File: src/rtl/adc733_codec_emu.sv
// AD73311-style serial codec emulator: SCLK generator, framed 16-bit transmitter, control receiver.
// Optional macro ADC733_CODEC_EMU_ECHO_EN: program-mode frames echo the last accepted control word.
module adc733_codec_emu #(
    parameter int SCLK_DIV    = 2,
    parameter int FRAME_SCLKS = 128,
    parameter int NCH         = 6
) (
    input  logic        clk,
    input  logic        rst,
    output logic        SCLK,
    output logic        SDOFS,
    output logic        SDO,
    input  logic        SDIFS,
    input  logic        SDI,
    input  logic        SE,
    input  logic [15:0] smp_data,
    output logic [2:0]  smp_ch,
    output logic        smp_rd,
    output logic        data_mode,
    output logic [63:0] regs
);

    localparam int HALF       = SCLK_DIV / 2;
    localparam int DW         = (HALF > 1) ? $clog2(HALF) : 1;
    localparam int FW         = ($clog2(FRAME_SCLKS) > 7) ? $clog2(FRAME_SCLKS) : 7;
    localparam int DATA_SCLKS = 16 * NCH;

    logic [DW-1:0] r_div;
    logic          r_sclk;
    logic [FW-1:0] r_fcnt;
    logic [15:0]   r_tx_sh;
    logic          r_sdo;
    logic          r_sdofs;
    logic          r_rx_busy;
    logic [3:0]    r_rx_cnt;
    logic [15:0]   r_rx_sh;
    logic          r_rx_vld;
    logic [15:0]   r_rx_word;
    logic [63:0]   r_regs;
    logic          r_data_mode;
    logic          r_mode_pend;

    logic          w_tick;
    logic          w_rise;
    logic          w_fall;
    logic          w_fstart;
    logic          w_dm;
    logic          w_in_word;
    logic          w_load;
    logic [15:0]   w_prog_word;
    logic [15:0]   w_word;

    assign w_tick   = (r_div == DW'(HALF - 1));
    assign w_rise   = w_tick & ~r_sclk;
    assign w_fall   = w_tick & r_sclk;
    assign w_fstart = w_rise && (r_fcnt == '0);

    // The frame that starts as data mode takes effect must already be framed as data mode.
    assign w_dm      = r_data_mode | (w_fstart & r_mode_pend);
    assign w_in_word = w_dm ? (r_fcnt < FW'(DATA_SCLKS)) : (r_fcnt < FW'(16));
    assign w_load    = w_rise & w_in_word & (r_fcnt[3:0] == 4'd0);

    assign smp_rd = w_load & w_dm;
    assign smp_ch = (w_dm & w_in_word) ? r_fcnt[6:4] : 3'd0;

`ifdef ADC733_CODEC_EMU_ECHO_EN
    logic [15:0] r_echo;
    assign w_prog_word = r_echo;
`else
    logic w_unused;
    assign w_unused    = ^r_rx_word[13:11];
    assign w_prog_word = 16'h0000;
`endif

    assign w_word = w_dm ? smp_data : w_prog_word;

    always_ff @(posedge clk or posedge rst) begin
        if (rst) begin
            r_div   <= '0;
            r_sclk  <= 1'b0;
            r_fcnt  <= '0;
            r_tx_sh <= 16'h0000;
            r_sdo   <= 1'b0;
            r_sdofs <= 1'b0;
        end else begin
            r_div <= w_tick ? '0 : r_div + DW'(1);
            if (w_tick) begin
                r_sclk <= ~r_sclk;
            end
            if (w_rise) begin
                r_fcnt <= (r_fcnt == FW'(FRAME_SCLKS - 1)) ? '0 : r_fcnt + FW'(1);
                if (!SE || !w_in_word) begin
                    r_sdo   <= 1'b0;
                    r_sdofs <= 1'b0;
                    r_tx_sh <= 16'h0000;
                end else if (r_fcnt[3:0] == 4'd0) begin
                    r_sdo   <= w_word[15];
                    r_sdofs <= 1'b1;
                    r_tx_sh <= {w_word[14:0], 1'b0};
                end else begin
                    r_sdo   <= r_tx_sh[15];
                    r_sdofs <= 1'b0;
                    r_tx_sh <= {r_tx_sh[14:0], 1'b0};
                end
            end
        end
    end

    // SE low aborts any word in progress on every clk, not just on fall events.
    always_ff @(posedge clk or posedge rst) begin
        if (rst) begin
            r_rx_busy <= 1'b0;
            r_rx_cnt  <= 4'd0;
            r_rx_sh   <= 16'h0000;
            r_rx_vld  <= 1'b0;
            r_rx_word <= 16'h0000;
        end else begin
            r_rx_vld <= 1'b0;
            if (!SE) begin
                r_rx_busy <= 1'b0;
            end else if (w_fall) begin
                if (!r_rx_busy) begin
                    if (SDIFS) begin
                        r_rx_busy <= 1'b1;
                        r_rx_sh   <= {15'h0000, SDI};
                        r_rx_cnt  <= 4'd1;
                    end
                end else begin
                    r_rx_sh <= {r_rx_sh[14:0], SDI};
                    if (r_rx_cnt == 4'd15) begin
                        r_rx_busy <= 1'b0;
                        r_rx_vld  <= 1'b1;
                        r_rx_word <= {r_rx_sh[14:0], SDI};
                    end else begin
                        r_rx_cnt <= r_rx_cnt + 4'd1;
                    end
                end
            end
        end
    end

    always_ff @(posedge clk or posedge rst) begin
        if (rst) begin
            r_regs      <= 64'h0;
            r_data_mode <= 1'b0;
            r_mode_pend <= 1'b0;
`ifdef ADC733_CODEC_EMU_ECHO_EN
            r_echo      <= 16'h0000;
`endif
        end else begin
            if (w_fstart && r_mode_pend) begin
                r_data_mode <= 1'b1;
                r_mode_pend <= 1'b0;
            end
            if (r_rx_vld && r_rx_word[14] && !r_data_mode) begin
                r_regs[{r_rx_word[10:8], 3'b000} +: 8] <= r_rx_word[7:0];
`ifdef ADC733_CODEC_EMU_ECHO_EN
                r_echo <= r_rx_word;
`endif
                if (r_rx_word[15]) begin
                    r_mode_pend <= 1'b1;
                end
            end
        end
    end

    assign SCLK      = r_sclk;
    assign SDOFS     = r_sdofs;
    assign SDO       = r_sdo;
    assign data_mode = r_data_mode;
    assign regs      = r_regs;

endmodule

File: config.mk
export PLATFORM = sky130hd
export DESIGN_NAME = adc733_codec_emu
export DESIGN_NICKNAME = d
export VERILOG_FILES = /design/src/rtl/adc733_codec_emu.sv
export SDC_FILE = /design/constraint.sdc
export NUM_CORES = 1
export LEC_CHECK = 0
export ABC_AREA = 0
export ABC_CLOCK_PERIOD_IN_PS = 9750
export CAP_MARGIN = 15
export CORE_AREA = 2 2 130 132
export DETAILED_ROUTE_END_ITERATION = 7
export DIE_AREA = 0 0 132 134
export SLEW_MARGIN = 20
export SYNTH_ARGS = -nofsm -noshare
export SYNTH_HDL_FRONTEND = slang
export SYNTH_SLANG_ARGS = --single-unit
File: constraint.sdc
create_clock -name clk -period 9.75 [get_ports clk]
set_input_delay 2.925 -clock clk [delete_from_list [all_inputs] [get_ports clk]]
set_output_delay 2.925 -clock clk [all_outputs]
set_load 0.01 [all_outputs]
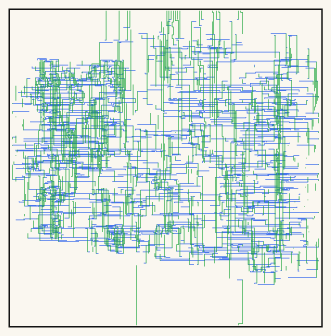
Fig. 1. Wiring by layer.
Two of the layers only.
Blue stands for M1, wire length 6,150 microns. Green stands for M2, wire length 5,870 microns.

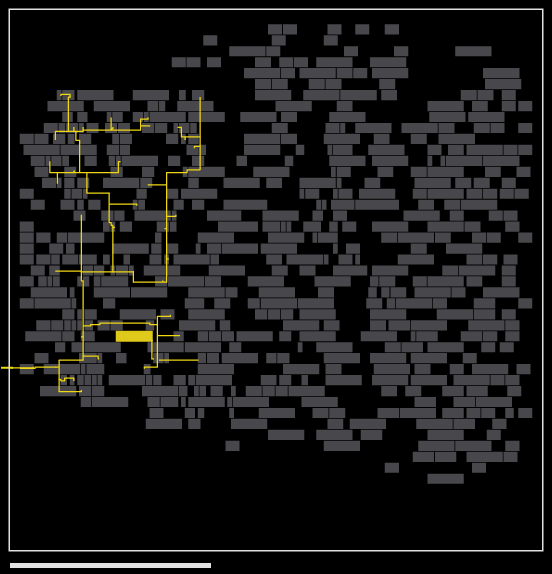
Fig. 2. Nets reached from selected ports.
The bar under the picture is 50 microns long.
Yellow stands for `SCLK`, bits 1, direction output, edge west, end cells 1, buffers 2, wire 369 microns.
IO Port Bufs: 92
Top Ports: 93

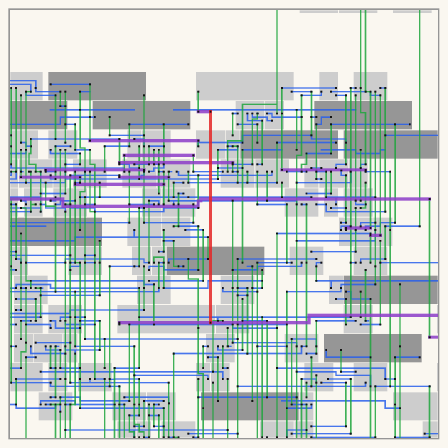
Fig. 3. Zoomed window.
Region (13, 80) to (53, 120) microns. Cells in gray, sequential cells in the stronger gray; small squares are vias.
Green stands for M2. Red stands for M4. Blue stands for M1. Purple stands for M3.
80 logic cells have their middle in the window. Netlist names of flops here include `r_tx_sh` (10), `data_mode` (1). Sequential cells in the window: 11.

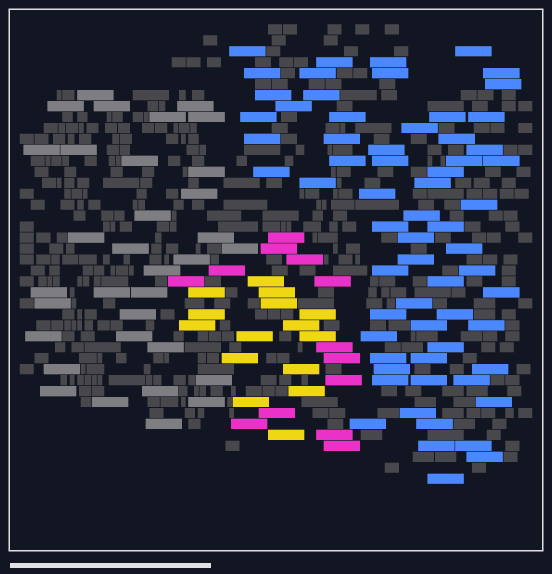
Fig. 4. Register map, names as in the netlist.
The bar under the picture is 50 microns long. Other sequential cells in the stronger gray, the rest of the logic in the fainter gray.
Yellow stands for `r_rx_sh`, sequential cells 15, where center. Magenta stands for `r_rx_word`, sequential cells 13. Blue stands for `regs`, sequential cells 64.
Another 33 sequential cells are not colored.

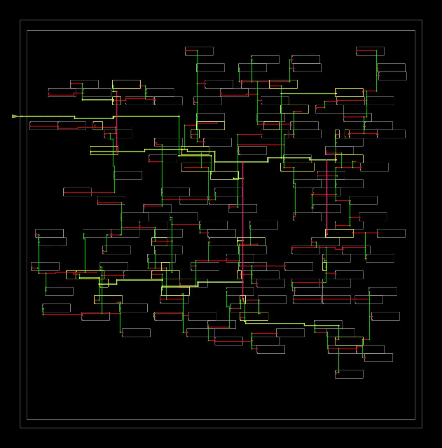
Fig. 5. Clock wiring as the flow saved it.
clock network power: 0.000613 W
Seq cells: 125
Num CTS Buffers: 17
Clock Skews: 0.006438 ns
clkbuf count: 23

==> results_dict.tcl <==
# place-and-route summary
set metrics [dict create \
    outcome "finished, final reports clean" \
    drtAntennaViolNets 0 \
    logic_gates 261 \
    fp_nets 456 \
    area_leaders "dfrtp_1 (56%), mux2_2 (12%), mux2_4 (4.3%)" \
    core_sq_mm 0.01629 \
    yosysChipArea_sq_mm 0.005593 \
    htreeDepth 4 \
    yosys.cell_count.top_type "dfrtp_1" \
    grt_use_total_pct 15.46 \
    dieArea_sq_mm 0.01769 \
    simple_gate_share_pct 10.07 \
    drc 0 \
    ir_worst_vdd_v 0.0001116 \
    grt_pass1_wl_mm 21.80 \
    fin_crit_sh_pct 58.84 \
    synth-warning-count 0 \
    slew_headroom_pct 28.70 \
    final.min_clock_period_ns 5.737 \
    p_per_area_mw_per_mm2 160.4 \
    fillCellCount 1473 \
    cts_resized 0 \
    rows 47 \
    grt_max_degree 72 \
    num-nonclk-inverters 14 \
    synthAoiAreaFrac_pct 12.08 \
    crit_path_end "smp_ch[0]" \
    sh_comb_area_pct 31.33 \
    synth_area_leader_cell "dfrtp_1" \
    crit-reg2reg-launch "r_rx_word[8]$_DFFE_PP0P_" \
    topCombFamilyByArea "multiplexers" \
    hold_viol 0 \
    end_kind "output port" \
    hold_slack_ns 0.4951 \
    fin_cells 749 \
    largest_cell_class "sequential cells" \
    yosys.area_share.adder_pct 1.119 \
    worstRegToRegCells 6 \
    hp-class "register to register" \
    nNetsFinal 542 \
    crit_type "register to output port" \
    drtIter0Drc 288 \
    clk_latency_ns 0.42 \
    synthFlopType "dfrtp_1" \
    yosys.cell_types.count 53 \
    worstHoldStart "r_rx_sh[14]$_DFFE_PP0P_" \
    clockBufferDepth 2 \
    grt_pass1_vias 3988 \
    reg2reg_to "regs[34]$_DFFE_PP0P_" \
    multiInputGateArea_sq_mm 0.002280 \
    seqAreaFraction_pct 42.98 \
    clock-root-buffer "clkbuf_16" \
    min_path_cells 1 \
    firstDrtPassIters 4 \
    buf_share_pct 13.17 \
    synth-edff-count 0 \
    fp_util_pct 34.33 \
    wl_per_cell_microns 17.03 \
    hold_buffers 0 \
    drv_cap 0 \
    finalWirelength_mm 12.76 \
    cp_max_fo 25 \
    finalSetupViolCount 0 \
    cp-start-kind "register" \
    gp_congestion 0.7779 \
    common_cells "dfrtp_1 (125), mux2_2 (58), nand2_1 (30), clkbuf_1 (17), mux2_4 (16)" \
    signal_buffers 97 \
    ys_ff 125 \
    grt_overflow_total 0 \
    min_to "r_rx_sh[14]$_DFFE_PP0P_" \
    totalNegativeSetupSlack_ns 0 \
    diodes 0 \
    r2r_slack_ns 6.95 \
    avgSynthCellArea_sq_um 13.01 \
    seq_area_frac_synth_pct 55.93 \
    seq_area_sq_mm 0.003128 \
    post_route_cells_drive_above_1_share_pct 22.68 \
    via_per_inst 5.207 \
    path_clk_slew_ns 0.06 \
    cts_tree "yes" \
    area_growth_pct 30.11 \
    tool_warnings 27 \
    placed_cells 716 \
]
per-stage QoR:
step                       power, W  setup WS, ns  utilization [%]  area (sq um)
after floorplan           0.0005479         3.497                -          5593
after global placement    0.0005623         4.166            41.00          6679
after detailed placement  0.0005635         4.134            41.00          6679
after CTS                  0.001184         3.677            44.57          7259
after global routing       0.001215         3.871            44.67          7277
final                      0.001167         4.013            44.67          7277
layout by cell type (no fill, tap or decap), types with 5 or more instances in the layout:
| cell type | instances |
|---|---|
| o221ai_1 | 15 |
| clkdlybuf4s50_1 | 92 |
| a22o_1 | 15 |
| buf_4 | 5 |
| nor2_1 | 7 |
| a22oi_1 | 15 |
| clkbuf_16 | 17 |
| a221oi_1 | 15 |
| mux2_4 | 16 |
| nor2b_1 | 5 |
| nand3_1 | 15 |
| dfrtp_1 | 125 |
| inv_1 | 13 |
| mux2_2 | 58 |
| o21ai_0 | 9 |
| ha_1 | 5 |
| nand2_1 | 30 |
report_power, final:
part	switching (W)	leakage [nW]	total (W)	internal, W
Sequential	0.00000352	1.72	0.000526	0.000522
Combinational	0.0000174	1.32	0.0000284	0.0000110
Clock	0.000224	0.270	0.000613	0.000389
Total	0.000244	3.31	0.00117	0.000923
worst max-delay path: stages, from the launching register on:
cell and delay (ns):
dfrtp_1 0.90, a21boi_2 0.72, and2_1 0.23, clkdlybuf4s50_1 0.54
state kept, by name, indices dropped and copies added, names as in the netlist:
name and flops:
regs 64, SCLK 1, r_rx_busy 1, r_rx_sh 15
SDOFS 1, data_mode 1, r_fcnt 7, r_tx_sh 15
r_rx_word 13, r_mode_pend 1, r_rx_cnt 4, r_rx_vld 1
SDO 1
layer usage:
metal	track usage, %	part of all wire, %	wire, microns
met4	4.348	0.70	89
met2	23.52	46	5874
met5	0	0	0
met3	4.800	5.0	642
met1	21.37	48	6151
No activity file was given, so power comes from the tool's default toggle rates.
